### src/rtl/pe_array_ctrl_if.sv
// Scheduler <-> column-group sequencer bundle: start/k_len request, busy/done
// status, border-PE controls and feeder addresses.
interface pe_array_ctrl_if #(
  parameter int IDEPTH = 3,
  parameter int KWIDTH = 8
);
  logic              start;
  logic [KWIDTH-1:0] k_len;
  logic              busy;
  logic              done;
  logic              en_i;
  logic              clr_i;
  logic              en_w;
  logic              clr_w;
  logic              en_o;
  logic              clr_o;
  logic [IDEPTH-1:0] idx;
  logic [KWIDTH-1:0] vec_idx;
  logic [IDEPTH+1:0] w_idx;

  // tile scheduler / feeders side
  modport master (
    output start, k_len,
    input  busy, done, en_i, clr_i, en_w, clr_w, en_o, clr_o,
           idx, vec_idx, w_idx
  );

  // sequencer side
  modport slave (
    input  start, k_len,
    output busy, done, en_i, clr_i, en_w, clr_w, en_o, clr_o,
           idx, vec_idx, w_idx
  );
endinterface

### src/rtl/pe_array_ctrl.sv
// Column-group sequencer for the bit-serial systolic PE array.
// Phases: clear -> weight shift -> k_len bit-serial MACs -> drain -> done.
// Every output is a flop; the next value is decoded from the next state so
// the outputs line up with the state they describe.
module pe_array_ctrl #(
  parameter int IWIDTH    = 8,
  parameter int IDEPTH    = 3,
  parameter int ROWS      = 4,
  parameter int KWIDTH    = 8,
  parameter int DRAIN_CYC = 9
) (
  input  logic clk,
  input  logic rst,
  pe_array_ctrl_if.slave bus
);

  localparam int WW = IDEPTH + 2;
  localparam int DW = (DRAIN_CYC > 1) ? $clog2(DRAIN_CYC) : 1;

  localparam logic [IDEPTH-1:0] IDX_LAST = IDEPTH'(IWIDTH - 1);
  localparam logic [WW-1:0]     W_LAST   = WW'(ROWS - 1);
  localparam logic [DW-1:0]     D_LAST   = DW'(DRAIN_CYC - 1);

  typedef enum logic [2:0] {
    S_IDLE,
    S_CLR,
    S_WLOAD,
    S_COMPUTE,
    S_DRAIN,
    S_DONE
  } state_t;

  state_t            state, state_n;
  logic [KWIDTH-1:0] k_lat, k_lat_n;
  logic [IDEPTH-1:0] idx_q, idx_n;
  logic [KWIDTH-1:0] vec_q, vec_n;
  logic [WW-1:0]     w_q, w_n;
  logic [DW-1:0]     dcnt, dcnt_n;

  logic busy_q, busy_n;
  logic done_q, done_n;
  logic clr_q, clr_n;
  logic en_w_q, en_w_n;
  logic en_i_q, en_i_n;
  logic en_o_q, en_o_n;

  // State register plus all counters and registered outputs
  always_ff @(posedge clk) begin
    if (rst) begin
      state  <= S_IDLE;
      k_lat  <= '0;
      idx_q  <= '0;
      vec_q  <= '0;
      w_q    <= '0;
      dcnt   <= '0;
      busy_q <= 1'b0;
      done_q <= 1'b0;
      clr_q  <= 1'b0;
      en_w_q <= 1'b0;
      en_i_q <= 1'b0;
      en_o_q <= 1'b0;
    end else begin
      state  <= state_n;
      k_lat  <= k_lat_n;
      idx_q  <= idx_n;
      vec_q  <= vec_n;
      w_q    <= w_n;
      dcnt   <= dcnt_n;
      busy_q <= busy_n;
      done_q <= done_n;
      clr_q  <= clr_n;
      en_w_q <= en_w_n;
      en_i_q <= en_i_n;
      en_o_q <= en_o_n;
    end
  end

  // Next state, counter sequencing and next-output decode.
  // Counters default to 0 so they are parked outside their own phase and
  // return to 0 on the phase exit.
  always_comb begin
    state_n = state;
    k_lat_n = k_lat;
    idx_n   = '0;
    vec_n   = '0;
    w_n     = '0;
    dcnt_n  = '0;

    case (state)
      S_IDLE: begin
        if (bus.start) begin
          state_n = S_CLR;
          k_lat_n = bus.k_len;
        end
      end

      S_CLR: state_n = S_WLOAD;

      S_WLOAD: begin
        if (w_q == W_LAST)
          state_n = (k_lat != '0) ? S_COMPUTE : S_DRAIN;
        else
          w_n = w_q + WW'(1);
      end

      S_COMPUTE: begin
        vec_n = vec_q;
        if (idx_q == IDX_LAST) begin
          // k_lat is nonzero here, so k_lat-1 cannot underflow and the
          // compare never needs vec_idx to count past k_len-1.
          if (vec_q == k_lat - KWIDTH'(1)) begin
            state_n = S_DRAIN;
            vec_n   = '0;
          end else begin
            vec_n = vec_q + KWIDTH'(1);
          end
        end else begin
          idx_n = idx_q + IDEPTH'(1);
        end
      end

      S_DRAIN: begin
        if (dcnt == D_LAST)
          state_n = S_DONE;
        else
          dcnt_n = dcnt + DW'(1);
      end

      S_DONE: state_n = S_IDLE;

      default: state_n = S_IDLE;
    endcase

    busy_n = (state_n != S_IDLE);
    done_n = (state_n == S_DONE);
    clr_n  = (state_n == S_CLR);
    en_w_n = (state_n == S_WLOAD);
    // new ifm word at bit 0, product accumulated on the last bit
    en_i_n = (state_n == S_COMPUTE) && (idx_n == '0);
    en_o_n = (state_n == S_COMPUTE) && (idx_n == IDX_LAST);
  end

  assign bus.busy    = busy_q;
  assign bus.done    = done_q;
  assign bus.clr_i   = clr_q;
  assign bus.clr_w   = clr_q;
  assign bus.clr_o   = clr_q;
  assign bus.en_w    = en_w_q;
  assign bus.en_i    = en_i_q;
  assign bus.en_o    = en_o_q;
  assign bus.idx     = idx_q;
  assign bus.vec_idx = vec_q;
  assign bus.w_idx   = w_q;

endmodule

### src/flat_wrapper.sv
// flat-port wrapper written by rule: the top's interface ports become plain ports
module pe_array_ctrl_flat 
#(
  parameter int IWIDTH    = 8,
  parameter int IDEPTH    = 3,
  parameter int ROWS      = 4,
  parameter int KWIDTH    = 8,
  parameter int DRAIN_CYC = 9
)
  (clk, rst, bus_start, bus_k_len, bus_busy, bus_done, bus_en_i, bus_clr_i, bus_en_w, bus_clr_w, bus_en_o, bus_clr_o, bus_idx, bus_vec_idx, bus_w_idx);
  pe_array_ctrl_if #(.IDEPTH(IDEPTH), .KWIDTH(KWIDTH)) bus_i ();
  input  logic clk;
  input  logic rst;
  input wire logic [$bits(bus_i.start)-1:0] bus_start;
  input wire logic [$bits(bus_i.k_len)-1:0] bus_k_len;
  output wire logic [$bits(bus_i.busy)-1:0] bus_busy;
  output wire logic [$bits(bus_i.done)-1:0] bus_done;
  output wire logic [$bits(bus_i.en_i)-1:0] bus_en_i;
  output wire logic [$bits(bus_i.clr_i)-1:0] bus_clr_i;
  output wire logic [$bits(bus_i.en_w)-1:0] bus_en_w;
  output wire logic [$bits(bus_i.clr_w)-1:0] bus_clr_w;
  output wire logic [$bits(bus_i.en_o)-1:0] bus_en_o;
  output wire logic [$bits(bus_i.clr_o)-1:0] bus_clr_o;
  output wire logic [$bits(bus_i.idx)-1:0] bus_idx;
  output wire logic [$bits(bus_i.vec_idx)-1:0] bus_vec_idx;
  output wire logic [$bits(bus_i.w_idx)-1:0] bus_w_idx;
  assign bus_i.start = bus_start;
  assign bus_i.k_len = bus_k_len;
  assign bus_busy = bus_i.busy;
  assign bus_done = bus_i.done;
  assign bus_en_i = bus_i.en_i;
  assign bus_clr_i = bus_i.clr_i;
  assign bus_en_w = bus_i.en_w;
  assign bus_clr_w = bus_i.clr_w;
  assign bus_en_o = bus_i.en_o;
  assign bus_clr_o = bus_i.clr_o;
  assign bus_idx = bus_i.idx;
  assign bus_vec_idx = bus_i.vec_idx;
  assign bus_w_idx = bus_i.w_idx;
  pe_array_ctrl #(.IWIDTH(IWIDTH), .IDEPTH(IDEPTH), .ROWS(ROWS), .KWIDTH(KWIDTH), .DRAIN_CYC(DRAIN_CYC)) u_core (.clk(clk), .rst(rst), .bus(bus_i));
endmodule
### config.mk
export PLATFORM = sky130hd
export DESIGN_NAME = pe_array_ctrl_flat
export DESIGN_NICKNAME = d
export VERILOG_FILES = /design/src/rtl/pe_array_ctrl_if.sv /design/src/rtl/pe_array_ctrl.sv /design/src/flat_wrapper.sv
export SDC_FILE = /design/constraint.sdc
export NUM_CORES = 1
export LEC_CHECK = 0
export CAP_MARGIN = 20
export CORE_MARGIN = 1
export CORE_UTILIZATION = 35
export CTS_CLUSTER_DIAMETER = 60
export DETAILED_ROUTE_END_ITERATION = 16
export SYNTH_ARGS = -nofsm -noshare
export SYNTH_HDL_FRONTEND = slang
export SYNTH_SLANG_ARGS = --single-unit
export TNS_END_PERCENT = 5
### constraint.sdc
create_clock -name clk -period 2.7 [get_ports clk]
set_input_delay 0.81 -clock clk [delete_from_list [all_inputs] [get_ports clk]]
set_output_delay 0.81 -clock clk [all_outputs]
set_load 0.01 [all_outputs]
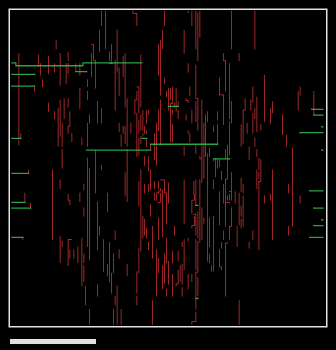
run_1/layers.png
The bar under the picture is 20 µm long. Two of the layers only.
legend:
  green:
    layer: M3
    wire_length: 120 µm
  red:
    layer: M2
    wire_length: 1,460 µm
Post-Route WL: 3.40 mm
wire length per cell: 11.0 µm
total global-route track usage: 13.3%
Vias: 1,465

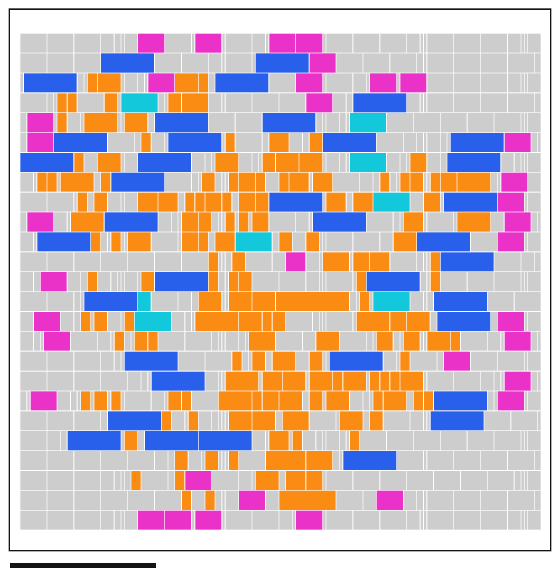
run_1/class_map.png
The bar under the picture is 20 µm long. Fill, decap, tap and diode cells in gray.
legend:
  cyan:
    class: clock drivers and dummy loads
    cells: 8
    share_of_their_area: 4.6%
  magenta:
    class: remaining buffers and delay cells
    cells: 35
    share_of_their_area: 16%
  blue:
    class: registers
    cells: 37
    share_of_their_area: 33%
  orange:
    class: remaining logic cells
    cells: 161
    share_of_their_area: 46%
# rows: 25
flop share of the area: 32.2%
final instance area: 0.00230 mm²
end-of-flow core utilization: 47.5%
core area: 0.00485 mm²

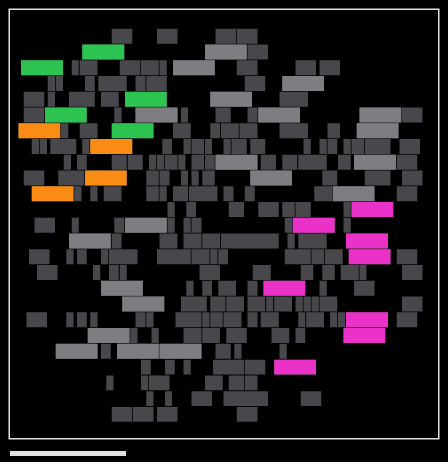
run_1/ff_map.png
The bar under the picture is 20 µm long. Other sequential cells in the stronger gray, the rest of the logic in the fainter gray.
legend:
  magenta:
    netlist_name: `u_core.bus.vec_idx`
    placed_flops: 8
  orange:
    netlist_name: `u_core.dcnt`
    placed_flops: 4
  green:
    netlist_name: `u_core.bus.w_idx`
    placed_flops: 5
    where: upper left
not colored: 20

==> run summary, run 1 <==
yosys + openroad results -> Clock Tree Buf Depth 2, final hold violation count 0, Switching Share 25.1%, CP delay by family, top AND-OR/OR-AND gates, worst hold margin 0.466 ns, Post-synth top cells dfxtp_1 (37), nor2_1 (27), nand2_1 (24), CTS tree built, RSZ-0062 raised after global routing false, Max IR drop VDD 0.256 mV, DRC Markers 0, clock root buffer clkbuf_8, most numerous logic cells after layout dfxtp_1 (37), clkdlybuf4s50_1 (34), nor2_1 (27), nand2_1 (24), xor2_1 (13), Final period util 82.3%, ranking of synthesized cells by area dfxtp_1 (41%), xor2_1 (6.3%), nor2_1 (5.6%), ha_1 (5.5%), nand2_1 (5.0%), total grt overflow 0, crit end category flip-flop, critical path depth 8, hold path depth 1, Yosys top cell area share 40.9%, Final Skew 0.00503 ns, CP endpoint u_core.state[1], status complete, no violations, layout cells sized above 1 7.47%, Async SR Flop Fraction 0%, CP bufs+invs 1, count leader, synth dfxtp_1, Detailed Routing Iterations Pass 1 4, leading area contributor after synthesis dfxtp_1, seq pwr 0.000586 W, Critical Path Source Type flip-flop, slowest library cell on the worst path dfxtp_1, hold_buf cts 0, Pwr top sequential cells, synthesized area 0.00181 mm², Setup violations, final 0, hold endpoint u_core.bus.w_idx[0], Gate Count Post-Synth 206, Die H 73.9 µm, clock network fraction of design power 35.3%, Latency at later pin 0.29 ns, PD cells 513 mW/mm², Pint 0.000884 W, CP max FO 9, Top Layer Used met4, DRT iter0 DRCs 67, reg2reg end u_core.state[1], WS Path Type reg -> reg, floorplan net count 225, slew of the pin with the lowest slew margin 0.476 ns, antenna-violating nets left 0, total area of sequential cells 741 µm², YS warnings 0, first-pass GRT wire length 5.45 mm, power consumption 0.00118 W, Synth cell types 42, R2R setup slack 0.48 ns, Comb. pwr 0.000178 W, class of the worst hold path reg -> reg, maxcap violations 0, setup_tns 0 ns, yosys stat area 0.00181 mm², largest net degree at the start of global routing 15, Clock transition at path regs 0.07 ns, vias in the first global route 1,239, share of power burned in registers 49.6%, # clock sinks 37, Fillers 485, Post-synth seq share 40.9%
==> run 1: routing by layer <==
| metal | global-route usage, % | vias up |
|---|---|---|
| met1 | 18.1 | 660 |
| met3 | 4.12 | 6 |
| met5 | 0 | - |
| li1 | - | 770 |
| met2 | 19.3 | 29 |
| met4 | 5.98 | 0 |
==> run 1: sequential cells by signal, indices dropped and copies added, names as in the netlist, 3 cells and up <==
register,count
u_core.bus.idx,3
u_core.bus.vec_idx,8
u_core.bus.w_idx,5
u_core.dcnt,4
u_core.k_lat,8
u_core.state,3
==> run 1: cell type report <==
type                       instances  area share (%)
sequential                        37            32.2
timing repair buffer              35            15.1
inverter                          11            1.79
clock buffer                       7            4.18
tap                               67            3.64
multi-input combinational        150            42.9
clock inverter                     1           0.217
==> run 1: through the flow <==
step / util (%) / instances / setup WS [ns] / cell area, µm²
floorplan: - / 206 / 0.654 / 1810
global placement: 45.4 / 300 / 0.459 / 2200
detailed placement: 45.4 / 300 / 0.454 / 2200
CTS: 47.5 / 308 / 0.469 / 2300
global route: 47.5 / 308 / 0.272 / 2300
finish: 47.5 / 308 / 0.479 / 2300
==> run 1: logic make-up (layout without fill, tap and decap cells) <==
family | count (synthesis) | count (layout) | synth area share (%)
flip-flops | 37 | 37 | 40.9
buffers and inverters | 19 | 54 | 4.43
adder cells (fa/ha/maj) | 8 | 8 | 5.53
AND-OR/OR-AND | 27 | 27 | 11.2
XOR/XNOR | 22 | 22 | 10.7
AND/OR/NAND/NOR | 93 | 93 | 27.2
==> run 1: worst reg2reg max path: stages, from the launching register on <==
cell       delay [ns]
dfxtp_1          0.42
inv_1            0.09
ha_1             0.26
o21ba_2          0.21
a221oi_1         0.28
a41oi_1          0.11
a2111oi_4        0.35
a211o_2          0.30
o21ai_1          0.08
## Run 2: what changed since run 1
Clock period 2.7 ns to 2 ns, I/O delays scaled along.
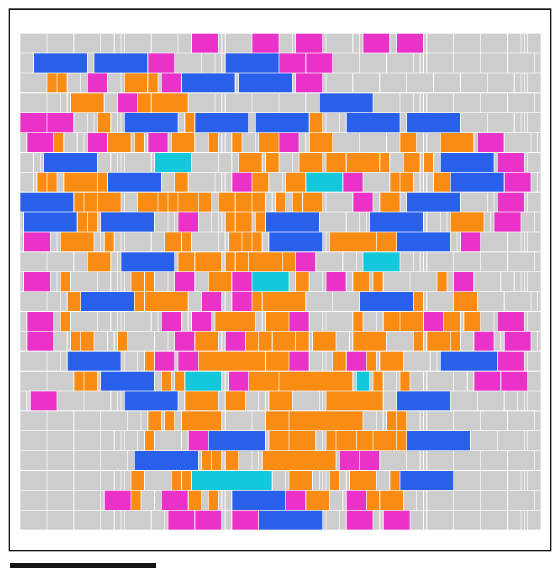
run_2/class_map.png
The bar under the picture is 20 µm long. Fill, decap, tap and diode cells in gray.
legend:
  magenta:
    class: remaining buffers and delay cells
    cells: 69
    share_of_their_area: 23%
  blue:
    class: registers
    cells: 37
    share_of_their_area: 29%
  orange:
    class: remaining logic cells
    cells: 161
    share_of_their_area: 43%
  cyan:
    class: clock drivers and dummy loads
    cells: 7
    share_of_their_area: 4.0%

==> run summary, run 2 <==
yosys + openroad results -> Post-synth top cells dfxtp_1 (37), nor2_1 (27), nand2_1 (24) (unchanged), wire length per cell 11.1 µm (was 11.0 µm), worst path arrival time 2.20 ns (was 2.39 ns), share of power burned in registers 45.0% (was 49.6%), yosys stat area 0.00181 mm² (unchanged), slew of the pin with the lowest slew margin 0.369 ns (was 0.476 ns), maximum clock rate 504 MHz (was 450 MHz), Top Layer Used met4 (unchanged), Post-Route WL 3.77 mm (was 3.40 mm), Detailed Routing Iterations Pass 1 4 (unchanged), status complete, no violations (unchanged), num ports 35 (unchanged), DRT iter0 DRCs 51 (was 67), number of cells in Yosys stat 206 (unchanged), die x size 73.9 µm (unchanged), fin. max-slew vios 0 (unchanged), total global-route track usage 15.4% (was 13.3%), crit end category flip-flop (unchanged), Reg2Reg Depth 7 (was 8), Max-slew headroom 75.2% (was 68.2%), Final Skew 0.00731 ns (was 0.00503 ns), Flops after synth 37 (unchanged), most numerous logic cells after layout buf_4 (35), clkdlybuf4s50_1 (34), dfxtp_1 (32), nor2_1 (27), nand2_1 (24) (was dfxtp_1 (37), clkdlybuf4s50_1 (34), nor2_1 (27), nand2_1 (24), xor2_1 (13)), most used logic cell in the final layout buf_4 (was dfxtp_1), floorplan net count 225 (unchanged), Comb pwr share 19.4% (was 15.1%), Synth cell types 42 (unchanged), syn avg cell area 8.78 µm² (unchanged), Pint 0.00131 W (was 0.000884 W), gr busiest metal met2 (unchanged), reg2reg end u_core.bus.vec_idx[7] (was u_core.state[1]), CTS tree built (unchanged), CP Data Required Time 2.22 ns (was 2.87 ns), Num CTS Buffers 5 (unchanged), Post-synth EDFFs 0 (unchanged), RSZ-0062 raised after global routing true (was false), setup_tns 0 ns (unchanged), Die H 73.9 µm (unchanged), Latency at later pin 0.29 ns (about the same), CP endpoint u_core.bus.vec_idx[7] (was u_core.state[1]), Final Critical Period 1.98 ns (was 2.22 ns), vias in the first global route 1,461 (was 1,239), largest net degree at the start of global routing 14 (was 15), clock root buffer clkbuf_8 (unchanged), PD cells 655 mW/mm² (was 513 mW/mm²), # rows 25 (unchanged), YS warnings 0 (unchanged), crit path launch u_core.bus.vec_idx[7] (was u_core.k_lat[0]), Vias 1,580 (was 1,465), Final period util 99.2% (was 82.3%), Clock transition at path regs 0.07 ns (about the same), Setup violations, final 0 (unchanged), clock network fraction of design power 35.6% (was 35.3%), met2 wire length 1.61 mm (was 1.46 mm), hold path depth 1 (unchanged), total grt overflow 0 (unchanged), area grow syn2layout 47.3% (was 27.3%), final hold violation count 0 (unchanged), layout cells sized above 1 23.7% (was 7.47%), maxcap violations 0 (unchanged), Switching Share 25.0% (was 25.1%), DRC Markers 0 (unchanged), core area 0.00485 mm² (unchanged), Leakage 1.03 nW (was 0.839 nW), OpenROAD warning count 31 (was 28), Worst R2R Start u_core.bus.vec_idx[7] (was u_core.k_lat[0]), ranking of synthesized cells by area dfxtp_1 (41%), xor2_1 (6.3%), nor2_1 (5.6%), ha_1 (5.5%), nand2_1 (5.0%) (unchanged), hold wc startpoint u_core.dcnt[0] (was u_core.bus.w_idx[0]), WS Path Type reg -> reg (unchanged), hpwl dp 2.85 mm (was 2.55 mm), antenna violations before repair 0 (unchanged), Post-synth seq share 40.9% (unchanged), antenna-violating nets left 0 (unchanged), power consumption 0.00174 W (was 0.00118 W), PortBufs 34 (unchanged), leading area contributor after synthesis dfxtp_1 (unchanged), WL met1 2.00 mm (was 1.76 mm), count leader, synth dfxtp_1 (unchanged), htree depth 2 (unchanged), class of the worst hold path reg -> reg (unchanged), Yosys top cell area share 40.9% (unchanged), Commonest flop dfxtp_1 (unchanged), Max IR drop VDD 0.291 mV (was 0.256 mV), first-pass GRT wire length 6.40 mm (was 5.45 mm), R2R setup slack 0.02 ns (was 0.48 ns), met3 routed WL 119 µm (unchanged), CP max FO 9 (unchanged), hold endpoint u_core.dcnt[0] (was u_core.bus.w_idx[0]), diode count 0 (unchanged), total die size 0.00546 mm² (unchanged), Final #Nets 293 (was 259), Final GP Congestion 0.776 (was 0.764), met1 usage 21.7% (was 18.1%), Gate Count Post-Synth 206 (unchanged), vias per cell 4.63 (was 4.76), synthesized area 0.00181 mm² (unchanged), met2 usage 22.5% (was 19.3%), # clock sinks 37 (unchanged), M3 GR Usage 4.53% (was 4.12%), Async SR Flop Fraction 0% (unchanged), Critical Path Source Type flip-flop (unchanged), Floorplan Utilization 37.3% (unchanged), hold_buf cts 0 (unchanged), sw power 0.000436 W (was 0.000297 W), Clock Tree Buf Depth 2 (unchanged)
[run 2: power by group through the flow]
stage,sequential [W],combinational [W],clock (W)
finish,0.000784,0.000338,0.000622
global route,0.000788,0.000371,0.000669
CTS,0.000784,0.000309,0.000640
detailed placement,0.000801,0.000299,0
global placement,0.000801,0.000298,0
floorplan,0.000807,0.000173,0
[run 2: repair_timing]
action | 4_1_cts | 5_1_grt
pin swaps | 2 | 10
resized | 6 | 16
setup buffers | 1 | 4
hold endpoints to repair | 0 | 0
endpoints found under the setup margin | 15 | 17
[run 2: final cells by class]
type | count | area [µm²]
Clock buffer | 5 | 68.8
Sequential cell | 37 | 754
Timing Repair Buffer | 69 | 603
Clock inverter | 2 | 35.0
Inverter | 11 | 41.3
Fill cell | 447 | 2180
Tap cell | 67 | 83.8
Multi-Input combinational cell | 150 | 1080
[run 2: stage by stage]
step | instances | cell area, µm² | hold WS (ns) | setup WS [ns] | utilization [%]
global route | 341 | 2670 | 0.480 | -0.0731 | 55.0
floorplan | 206 | 1810 | 0.430 | -0.00607 | -
finish | 341 | 2670 | 0.476 | 0.0168 | 55.0
detailed placement | 330 | 2430 | 0.458 | -0.107 | 50.2
CTS | 338 | 2570 | 0.475 | -0.0368 | 53.0
global placement | 330 | 2430 | 0.447 | -0.0535 | 50.2
[run 2: worst max-delay path, stage by stage, from the launching register on]
cell,delay (ns)
dfxtp_4,0.37
xor2_4,0.22
and4b_1,0.25
nor4_4,0.30
a2111oi_4,0.11
buf_4,0.17
a211o_4,0.37
nor2_1,0.12
[run 2: kinds of logic after synthesis]
logic type	share of synthesized area [%]
adders and majority gates	5.53
and+or+nand+nor	27.2
buffers and inverters	4.43
DFF	40.9
xor gates and xnor gates	10.7
AOI/OAI and AO/OA	11.2
## Run 3: what changed since run 2
Settings changed: RECOVER_POWER set to 100.
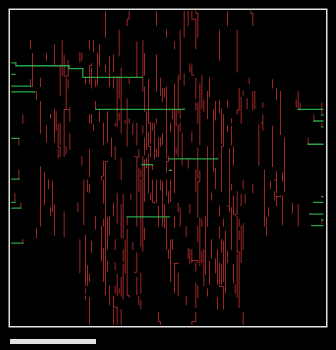
run_3/layers.png
The bar under the picture is 20 µm long. Two of the layers only.
legend:
  green:
    layer: M3
    wire_length: 117 µm
  red:
    layer: M2
    wire_length: 1,610 µm
wire length per cell: 11.0 µm
total global-route track usage: 15.4%
Vias: 1,579
Post-Route WL: 3.75 mm

==> run summary, run 3 <==
yosys + openroad results -> sw power 0.000435 W (was 0.000436 W), slowest library cell on the worst path dfxtp_4 (unchanged), area grow syn2layout 46.7% (was 47.3%), RSZ-0062 raised after global routing true (unchanged), Num CTS Buffers 5 (unchanged), Final #Nets 293 (unchanged), ao+oa area frac 11.2% (unchanged), largest net degree at the start of global routing 14 (unchanged), Yosys top cell area share 40.9% (unchanged), PortBufs 34 (unchanged), count leader, synth dfxtp_1 (unchanged), reg2reg end u_core.bus.vec_idx[7] (unchanged), # rows 25 (unchanged), CP endpoint u_core.bus.vec_idx[7] (unchanged), status complete, no violations (unchanged), max incr delay on CP 0.37 ns (about the same), OpenROAD warning count 31 (unchanged), CP Data Required Time 2.22 ns (about the same), leading area contributor after synthesis dfxtp_1 (unchanged), slew of the pin with the lowest slew margin 0.433 ns (was 0.369 ns), Simple-Gate Area Share 27.2% (unchanged), Final Critical Period 1.98 ns (about the same), Switching Share 25.1% (was 25.0%), DRT iter0 DRCs 52 (was 51), num ports 35 (unchanged), Commonest flop dfxtp_1 (unchanged), Final Skew 0.00731 ns (about the same), layout cells sized above 1 22.6% (was 23.7%), maximum clock rate 505 MHz (was 504 MHz), final hold violation count 0 (unchanged), Comb pwr share 19.1% (was 19.4%), Synth cell types 42 (unchanged), Pint 0.00130 W (was 0.00131 W), Clock transition at path regs 0.07 ns (about the same), Post-synth EDFFs 0 (unchanged), crit end category flip-flop (unchanged), seq pwr 0.000784 W (about the same), number of cells in Yosys stat 206 (unchanged), Flops after synth 37 (unchanged), Comb. pwr 0.000331 W (was 0.000338 W), Post-synth top cells dfxtp_1 (37), nor2_1 (27), nand2_1 (24) (unchanged), clock network fraction of design power 35.8% (was 35.6%), diode count 0 (unchanged), Die H 73.9 µm (unchanged), CP max FO 9 (unchanged), Async SR Flop Fraction 0% (unchanged), Worst R2R Start u_core.bus.vec_idx[7] (unchanged), vias in the first global route 1,461 (unchanged), Max-slew headroom 71.1% (was 75.2%), total die size 0.00546 mm² (unchanged), Floorplan Utilization 37.3% (unchanged), R2R setup slack 0.02 ns (about the same), syn avg cell area 8.78 µm² (unchanged), setup_tns 0 ns (unchanged), share of power burned in registers 45.1% (was 45.0%), # clock sinks 37 (unchanged), PD cells 654 mW/mm² (was 655 mW/mm²), antenna-violating nets left 0 (unchanged), hold path depth 1 (unchanged), total grt overflow 0 (unchanged), WS Path Type reg -> reg (unchanged), maxcap violations 0 (unchanged), main logic family after synthesis simple AND/OR/NAND/NOR gates (unchanged)
==> run 3: cell counts after synthesis <==
Identical to the previous run, type by type.
==> run 3: final cells by class <==
type,count,area (µm²)
fill,450,2190
multi-input combinational,150,1080
sequential,37,754
timing repair buffer,69,592
tap,67,83.8
clock buffer,5,68.8
inverter,11,41.3
clock inverter,2,35.0
==> run 3: worst reg2reg max path: cells and delay by family (launching register included) <==
kind	cells	cell delay, ns
compound gates	2	0.48
xor+xnor	1	0.22
buf+inv	1	0.17
flops	1	0.37
simple gates	3	0.68
==> run 3: through the flow <==
| step | worst slack (ns) | total power (W) | instances | hold slack, ns | util, % |
|---|---|---|---|---|---|
| floorplan | -0.00607 | 0.000980 | 206 | 0.430 | - |
| global placement | -0.0535 | 0.00110 | 330 | 0.447 | 50.2 |
| detailed placement | -0.107 | 0.00110 | 330 | 0.458 | 50.2 |
| CTS | -0.0368 | 0.00173 | 338 | 0.475 | 53.0 |
| global route | -0.0731 | 0.00182 | 341 | 0.480 | 54.7 |
| finish | 0.0196 | 0.00174 | 341 | 0.476 | 54.7 |
==> run 3: routing by layer <==
metal  GRT usage (%)  part of all wire [%]  vias to the layer above
met1            21.7                    53                      713
met5               0                     0                        -
met2            22.5                    43                       24
met4            4.49                   1.2                        0
met3            4.53                   3.1                        6
li1                -                     -                      836
==> run 3: kinds of logic (layout without fill, tap and decap cells) <==
family,Yosys count,in the layout
compound gates,27,27
xor+xnor,22,22
fa+ha+maj,8,8
buf+inv,19,87
flops,37,37
simple gates,93,93
==> run 3: what timing repair did <==
| action | CTS | global route |
|---|---|---|
| hold buffers | 0 | 0 |
| cloned | 0 | 0 |
| buffers inserted | 1 | 4 |
| gates resized | 6 | 16 |
| pin swaps | 2 | 10 |
| endpoints found under the setup margin | 15 | 17 |
Power and IR drop assume default switching activity.
